==> config.mk <==
export PLATFORM = sky130hd
export DESIGN_NAME = ps2_band_selector
export DESIGN_NICKNAME = d
export VERILOG_FILES = /design/src/rtl/ps2_band_selector_pkg.sv /design/src/rtl/ps2_seq_timer.sv /design/src/rtl/ps2_band_selector.sv
export SDC_FILE = /design/constraint.sdc
export NUM_CORES = 1
export LEC_CHECK = 0
export ABC_AREA = 1
export CORE_ASPECT_RATIO = 0.8
export CORE_MARGIN = 5
export CORE_UTILIZATION = 30
export DETAILED_ROUTE_END_ITERATION = 16
export GPL_ROUTABILITY_DRIVEN = 0
export GPL_TIMING_DRIVEN = 1
export PLACE_DENSITY_LB_ADDON = 0.08
export SLEW_MARGIN = 20
export SYNTH_ARGS = -nofsm -noshare
export SYNTH_HDL_FRONTEND = slang
export SYNTH_SLANG_ARGS = --single-unit
==> constraint.sdc <==
create_clock -name clk_i -period 5.2 [get_ports clk_i]
set_clock_uncertainty 0.15 [all_clocks]
set_input_delay 1.04 -clock clk_i [delete_from_list [all_inputs] [get_ports clk_i]]
set_output_delay 1.04 -clock clk_i [all_outputs]
set_load 0.005 [all_outputs]
==> src/rtl/ps2_band_selector_pkg.sv <==
// ps2_band_selector_pkg: shared definitions for the PS/2 band selector front end.
//   - PS/2 set-2 scan-code constants used by the decoder
//   - decoder FSM state encoding
//   - band encodings and wrap-around step helpers
package ps2_band_selector_pkg;

  localparam logic [7:0] SC_BRK = 8'hF0;  // break prefix
  localparam logic [7:0] SC_EXT = 8'hE0;  // extended prefix
  localparam logic [7:0] SC_K1  = 8'h16;  // '1'
  localparam logic [7:0] SC_K2  = 8'h1E;  // '2'
  localparam logic [7:0] SC_K3  = 8'h26;  // '3'
  localparam logic [7:0] SC_K0  = 8'h45;  // '0'
  localparam logic [7:0] SC_UP  = 8'h75;  // up arrow (after E0)
  localparam logic [7:0] SC_DN  = 8'h72;  // down arrow (after E0)

  localparam logic [1:0] BAND1 = 2'd0;
  localparam logic [1:0] BAND2 = 2'd1;
  localparam logic [1:0] BAND3 = 2'd2;

  typedef enum logic [1:0] {
    StIdle,
    StBrk,
    StExt,
    StExtBrk
  } ps2_state_e;

  function automatic logic [1:0] band_up(input logic [1:0] band);
    return (band == BAND3) ? BAND1 : band + 2'd1;
  endfunction

  function automatic logic [1:0] band_dn(input logic [1:0] band);
    return (band == BAND1) ? BAND3 : band - 2'd1;
  endfunction

endpackage

==> src/rtl/ps2_seq_timer.sv <==
// ps2_seq_timer: inter-byte timeout counter for PS/2 prefix sequences.
//   clk_i    - system clock
//   rst_ni   - asynchronous active-low reset
//   clr_i    - synchronous clear (takes priority over en_i)
//   en_i     - count one cycle
//   expire_o - high while the count sits at TIMEOUT-1
module ps2_seq_timer #(
  parameter int unsigned TIMEOUT = 2500000,
  parameter int unsigned TO_W    = (TIMEOUT > 1) ? $clog2(TIMEOUT) : 1
) (
  input  logic clk_i,
  input  logic rst_ni,
  input  logic clr_i,
  input  logic en_i,
  output logic expire_o
);

  localparam logic [TO_W-1:0] LastCnt = TO_W'(TIMEOUT - 1);

  logic [TO_W-1:0] cnt_d, cnt_q;

  assign expire_o = (cnt_q == LastCnt);

  // Saturate at the terminal count so expire_o stays high until cleared.
  always_comb begin
    cnt_d = cnt_q;
    if (clr_i) begin
      cnt_d = '0;
    end else if (en_i && !expire_o) begin
      cnt_d = cnt_q + TO_W'(1);
    end
  end

  always_ff @(posedge clk_i or negedge rst_ni) begin
    if (!rst_ni) begin
      cnt_q <= '0;
    end else begin
      cnt_q <= cnt_d;
    end
  end

endmodule

==> src/rtl/ps2_band_selector.sv <==
// ps2_band_selector: decodes PS/2 scan-code bytes into a registered band select and mute flag.
//   clk_i    - system clock
//   rst_i    - asynchronous active-low reset
//   rx_listo - one-cycle strobe, data_i holds a complete received byte
//   data_i   - scan-code byte
//   band_o   - selected band (0..2)
//   mute_o   - 1 = output muted
//   chg_o    - one-cycle pulse when band_o or mute_o changes
// Optional build macro KEY_REPEAT_FILTER_EN: ignores typematic repeats of the last make key
// until its break code arrives.
module ps2_band_selector
  import ps2_band_selector_pkg::*;
#(
  parameter int unsigned TIMEOUT = 2500000,
  parameter int unsigned TO_W    = $clog2(TIMEOUT)
) (
  input  logic       clk_i,
  input  logic       rst_i,
  input  logic       rx_listo,
  input  logic [7:0] data_i,
  output logic [1:0] band_o,
  output logic       mute_o,
  output logic       chg_o
);

  ps2_state_e state_d, state_q;
  logic [1:0] band_d, band_q;
  logic       mute_d, mute_q;
  logic       chg_d, chg_q;
  logic       expire;
  logic       make_vld;
  logic [8:0] make_key;  // {extended, code}
  logic       make_rpt;

  // Timer only runs while waiting for the byte that follows a prefix.
  ps2_seq_timer #(
    .TIMEOUT (TIMEOUT),
    .TO_W    (TO_W)
  ) u_seq_timer (
    .clk_i    (clk_i),
    .rst_ni   (rst_i),
    .clr_i    ((state_q == StIdle) || rx_listo),
    .en_i     ((state_q != StIdle) && !rx_listo),
    .expire_o (expire)
  );

`ifdef KEY_REPEAT_FILTER_EN
  logic [8:0] held_d, held_q;
  logic       brk_vld;
  logic [8:0] brk_key;
  assign make_rpt = (held_q == make_key);
`else
  assign make_rpt = 1'b0;
`endif

  always_comb begin
    state_d  = state_q;
    band_d   = band_q;
    mute_d   = mute_q;
    make_vld = 1'b0;
    make_key = {1'b0, data_i};
`ifdef KEY_REPEAT_FILTER_EN
    held_d   = held_q;
    brk_vld  = 1'b0;
    brk_key  = {1'b0, data_i};
`endif
    // A byte arriving on the expiry cycle wins over the timeout.
    if (rx_listo) begin
      unique case (state_q)
        StIdle: begin
          case (data_i)
            SC_BRK: state_d = StBrk;
            SC_EXT: state_d = StExt;
            SC_K1, SC_K2, SC_K3, SC_K0: make_vld = 1'b1;
            default: ;
          endcase
        end
        StBrk: begin
          state_d = StIdle;
`ifdef KEY_REPEAT_FILTER_EN
          brk_vld = 1'b1;
`endif
        end
        StExt: begin
          state_d  = StIdle;
          make_key = {1'b1, data_i};
          if (data_i == SC_BRK) begin
            state_d = StExtBrk;
          end else if ((data_i == SC_UP) || (data_i == SC_DN)) begin
            make_vld = 1'b1;
          end
        end
        StExtBrk: begin
          state_d = StIdle;
`ifdef KEY_REPEAT_FILTER_EN
          brk_vld = 1'b1;
          brk_key = {1'b1, data_i};
`endif
        end
      endcase
    end else if ((state_q != StIdle) && expire) begin
      state_d = StIdle;
    end

    if (make_vld && !make_rpt) begin
`ifdef KEY_REPEAT_FILTER_EN
      held_d = make_key;
`endif
      case (make_key)
        {1'b0, SC_K1}: begin band_d = BAND1; mute_d = 1'b0; end
        {1'b0, SC_K2}: begin band_d = BAND2; mute_d = 1'b0; end
        {1'b0, SC_K3}: begin band_d = BAND3; mute_d = 1'b0; end
        {1'b0, SC_K0}: mute_d = ~mute_q;
        {1'b1, SC_UP}: band_d = band_up(band_q);
        {1'b1, SC_DN}: band_d = band_dn(band_q);
        default: ;
      endcase
    end

`ifdef KEY_REPEAT_FILTER_EN
    // Releasing the held key re-arms it; held=0 never matches a real make key.
    if (brk_vld && (brk_key == held_q)) begin
      held_d = '0;
    end
`endif

    chg_d = (band_d != band_q) || (mute_d != mute_q);
  end

  always_ff @(posedge clk_i or negedge rst_i) begin
    if (!rst_i) begin
      state_q <= StIdle;
      band_q  <= BAND1;
      mute_q  <= 1'b0;
      chg_q   <= 1'b0;
`ifdef KEY_REPEAT_FILTER_EN
      held_q  <= '0;
`endif
    end else begin
      state_q <= state_d;
      band_q  <= band_d;
      mute_q  <= mute_d;
      chg_q   <= chg_d;
`ifdef KEY_REPEAT_FILTER_EN
      held_q  <= held_d;
`endif
    end
  end

  assign band_o = band_q;
  assign mute_o = mute_q;
  assign chg_o  = chg_q;

endmodule

**Run 1: cells coloured by class**

Bar = 20 um.
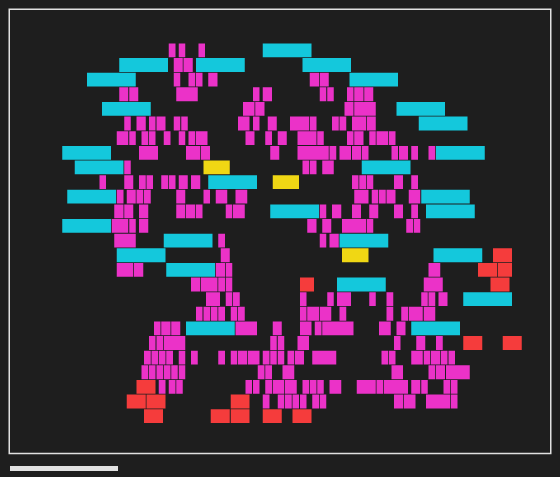
legend:
  other buffers and delay cells:
    colour: red
    cells: 16
  clock drivers:
    colour: yellow
    cells: 3
  combinational and other logic:
    colour: magenta
    cells: 249
  flops:
    colour: cyan
    cells: 28
CORE AREA: 0.00638 mm2
Row Count: 26
Core Util, Final: 35.3%
Seq/total area: 31.1%

**Run 1: PDN straps and rails**

Pins as bars on the die edge. Tap cells in grey.
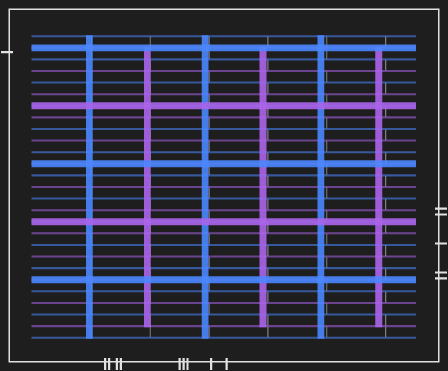
legend:
  VSS:
    colour: blue
  VDD:
    colour: purple
rows: 26
signal pins: 15
Worst VDD drop: 0.0996 mV
die extent in y: 82.3 um
die width: 100 um

==> flow_metrics.env, run 1 <==
# yosys + openroad results
export IMPL_status="complete, no violations"
export IMPL_p_leak_uw=0.000987
export IMPL_cpLargestDelayFamily="buffers and inverters"
export IMPL_vias=1741
export IMPL_hp_start="u_seq_timer.cnt_q[3]"
export IMPL_fin_nets=313
export IMPL_p_seq_share_pct=50.9
export IMPL_cts_hold_repair_buffers=0
export IMPL_track_usage_pct=11.9
export IMPL_syn_to_final_growth_pct=14.8
export IMPL_cts_setup_buffers=0
export IMPL_top_cells_by_count="nand2_1 (55), inv_1 (36), nor2_1 (36), dfrtp_1 (28), nand3_1 (19)"
export IMPL_yosys_cell_count_top_type="nand2_1"
export IMPL_crit_path_start="rx_listo"
export IMPL_hold_violations=0
export IMPL_synthTopCellsByArea="dfrtp_1 (36%), nand2_1 (11%), inv_1 (6.9%), nor2_1 (6.9%), nand3_1 (4.9%)"
export IMPL_mux_share_pct=0
export IMPL_routed_wl_mm=4.42
export IMPL_final_area_mm2=0.00225
export IMPL_whs_path_depth=1
export IMPL_top_usage_layer="met1"
export IMPL_slew_violations=0
export IMPL_yosys_area_share_adder_pct=2.55
export IMPL_path_class="input pin to register"
export IMPL_finalSetupTns_ns=0
export IMPL_fmax_mhz=376
export IMPL_ys_sh_aoi_pct=13.8
export IMPL_cts_made_buffers=3
export IMPL_cts_htree_levels=1
export IMPL_edf_count=0
export IMPL_wl_met2_mm=1.70
export IMPL_place_ws_ns=2.25
export IMPL_wire_per_inst_um=11.6
export IMPL_powerComb_uw=106
export IMPL_dr_pass1_iters=4
export IMPL_overflow=0
export IMPL_largest_reg_flops=22
export IMPL_die_area_mm2=0.00826
**Run 1: selected gate families**

Bar = 20 um.
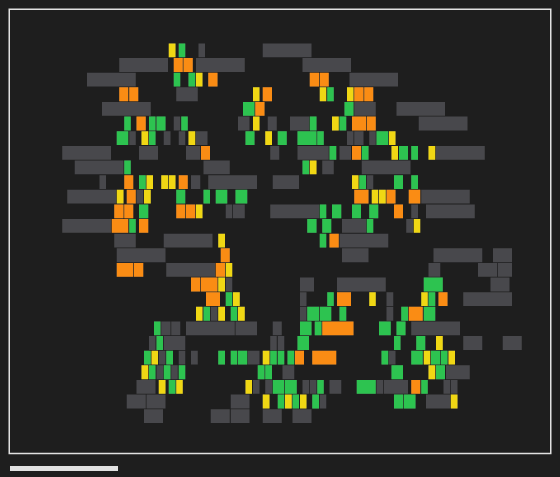
legend:
  inverters:
    colour: yellow
    cells: 47
  inverting AOI/OAI gates:
    colour: orange
    cells: 44
  NAND gates:
    colour: green
    cells: 93
Cell Count, Final, Fillers Out: 380
logic gate fraction of the total cell area: 47.6%

**Run 1: clock wires, drivers and flops**

Bar = 20 um.
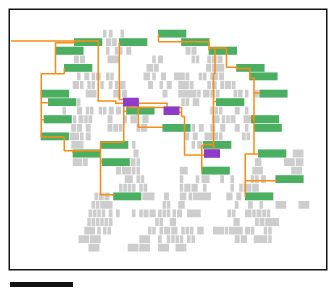
legend:
  flip-flops:
    colour: green
    count: 28
  clock wires:
    colour: orange
    length: 421 um
  clock drivers:
    colour: purple
    count: 3
routed clock nets: 4
Clock power frac: 25.9%
Clk. pwr: 118 uW
clk_lat worst skew: 0.27 ns

## Run 2: what changed since run 1
clock period = 2.55 ns   (was 5.2 ns; I/O delays follow)
**Run 2: selected gate families**

Bar = 20 um.
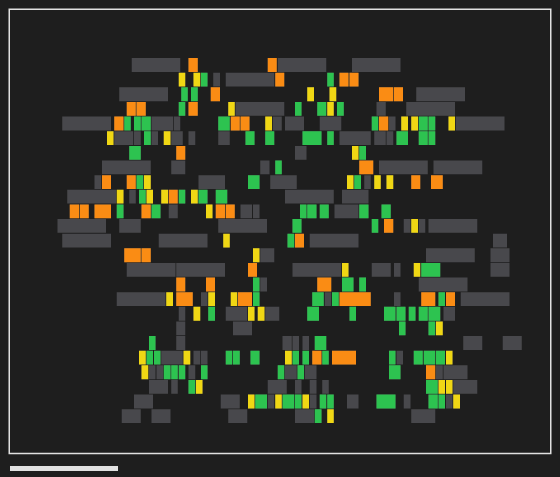
Cell Count, Final, Fillers Out: 381
logic gate fraction of the total cell area: 47.5%
most numerous logic cell after layout: nand2_1

**Run 2: PDN straps and rails**

Pins as bars on the die edge. Tap cells in grey.
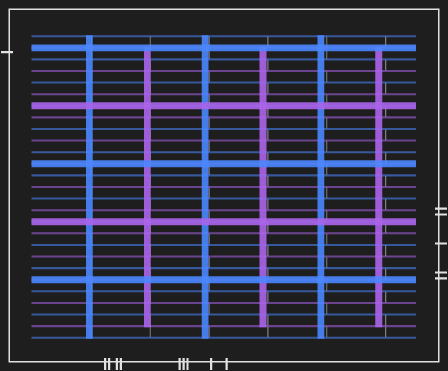
legend:
  VDD:
    colour: purple
  VSS:
    colour: blue
met5 straps: 5
met4 straps: 6
Worst VDD drop: 0.185 mV

==> flow_metrics.env, run 2 <==
# yosys + openroad results
export IMPL_largest_reg_flops=22
export IMPL_top_cells_by_count="nand2_1 (55), inv_1 (36), nor2_1 (36), dfrtp_1 (28), nand3_1 (19)"
export IMPL_clk_latency_ns=0.27
export IMPL_final_area_mm2=0.00226
export IMPL_cts_htree_levels=1
export IMPL_whs_path_depth=1
export IMPL_hp_start="u_seq_timer.cnt_q[21]"
export IMPL_wire_per_inst_um=11.8
export IMPL_ys_sh_aoi_pct=13.8
export IMPL_track_usage_pct=11.8
export IMPL_yosys_area_share_adder_pct=2.55
export IMPL_powerComb_uw=224
export IMPL_path_class="input pin to register"
export IMPL_place_ws_ns=0.220
export IMPL_syn_to_final_growth_pct=15.2
export IMPL_cts_setup_buffers=0
export IMPL_fmax_mhz=484
export IMPL_die_area_mm2=0.00826
export IMPL_yosys_cell_count_top_type="nand2_1"
export IMPL_edf_count=0
export IMPL_crit_path_start="data_i[7]"
export IMPL_status="complete, no violations"
export IMPL_dieWidth_um=100
export IMPL_overflow=0
export IMPL_cts_hold_repair_buffers=0
export IMPL_cts_made_buffers=3
**Run 2: clock wires, drivers and flops**

Bar = 20 um.
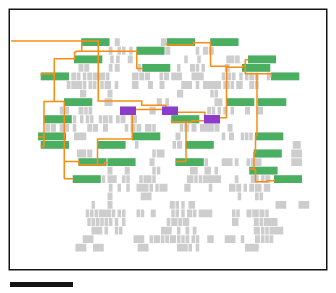
Clk. pwr: 240 uW
Clock power frac: 25.7%

**Run 2: cells coloured by class**

Bar = 20 um.
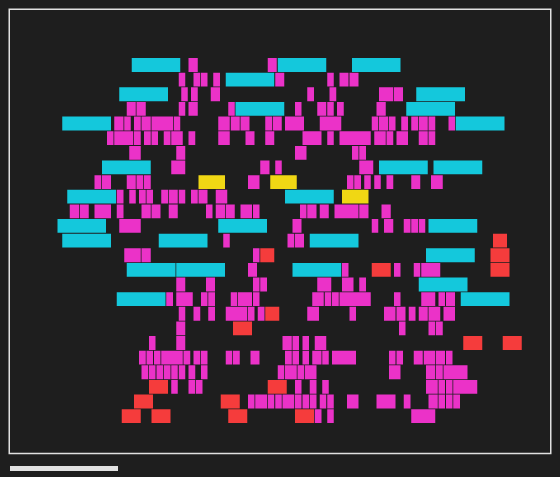

## Run 3: what changed since run 2
clock period = 2.15 ns   (was 2.55 ns; I/O delays follow)
**Run 3: cells coloured by class**

Bar = 20 um.
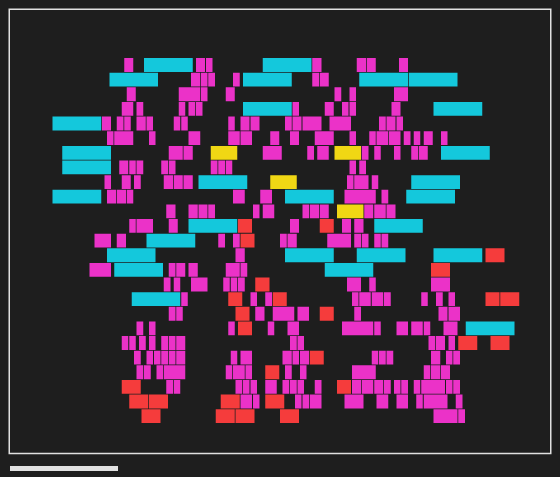
legend:
  flops:
    colour: cyan
    cells: 28
  clock drivers and dummy loads:
    colour: yellow
    cells: 4
  combinational and other logic:
    colour: magenta
    cells: 249
  other buffers and delay cells:
    colour: red
    cells: 27
Core Util, Final: 36.9%
Seq/total area: 29.8%

**Run 3: PDN straps and rails**

Pins as bars on the die edge. Tap cells in grey.
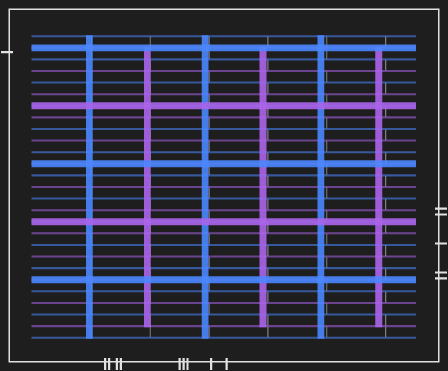
legend:
  VDD:
    colour: purple
  VSS:
    colour: blue
met5 straps: 5
met1 rails: 27
signal pins: 15
met4 straps: 6
Worst VDD drop: 0.189 mV

==> flow_metrics.env, run 3 <==
# yosys + openroad results
export IMPL_cpLargestDelayFamily="simple AND/OR/NAND/NOR gates"
export IMPL_lay_top_count="nand2_1"
export IMPL_dieWidth_um=100
export IMPL_finalSetupTns_ns=0
export IMPL_hold_violations=0
export IMPL_crit_path_start="data_i[5]"
export IMPL_p_seq_share_pct=48.0
export IMPL_largest_reg_flops=22
export IMPL_edf_count=0
export IMPL_cts_made_buffers=3
export IMPL_clk_power_uw=328
export IMPL_overflow=0
export IMPL_clk_latency_ns=0.27
export IMPL_path_class="input pin to register"
export IMPL_num_rows=26
export IMPL_die_area_mm2=0.00826
export IMPL_core_area_mm2=0.00638
export IMPL_yosys_area_share_adder_pct=2.55
export IMPL_status="complete, no violations"
export IMPL_routed_wl_mm=4.57
export IMPL_cts_setup_buffers=0
export IMPL_place_ws_ns=-0.117
export IMPL_yosys_cell_count_top_type="nand2_1"
export IMPL_fin_nets=324
export IMPL_top_cells_by_count="nand2_1 (55), inv_1 (36), nor2_1 (36), dfrtp_1 (28), nand3_1 (19)"
export IMPL_cts_htree_levels=1
export IMPL_top_usage_layer="met1"
**Run 3: selected gate families**

Bar = 20 um.
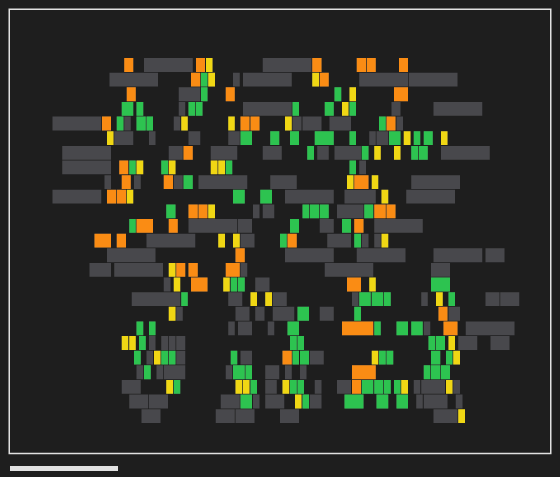
legend:
  NAND gates:
    colour: green
    cells: 93
  inverting AOI/OAI gates:
    colour: orange
    cells: 44
  inverters:
    colour: yellow
    cells: 47
logic gate fraction of the total cell area: 45.8%
Cell Count, Final, Fillers Out: 392

Power figures rest on the tool's default switching activity, not on a simulated workload.
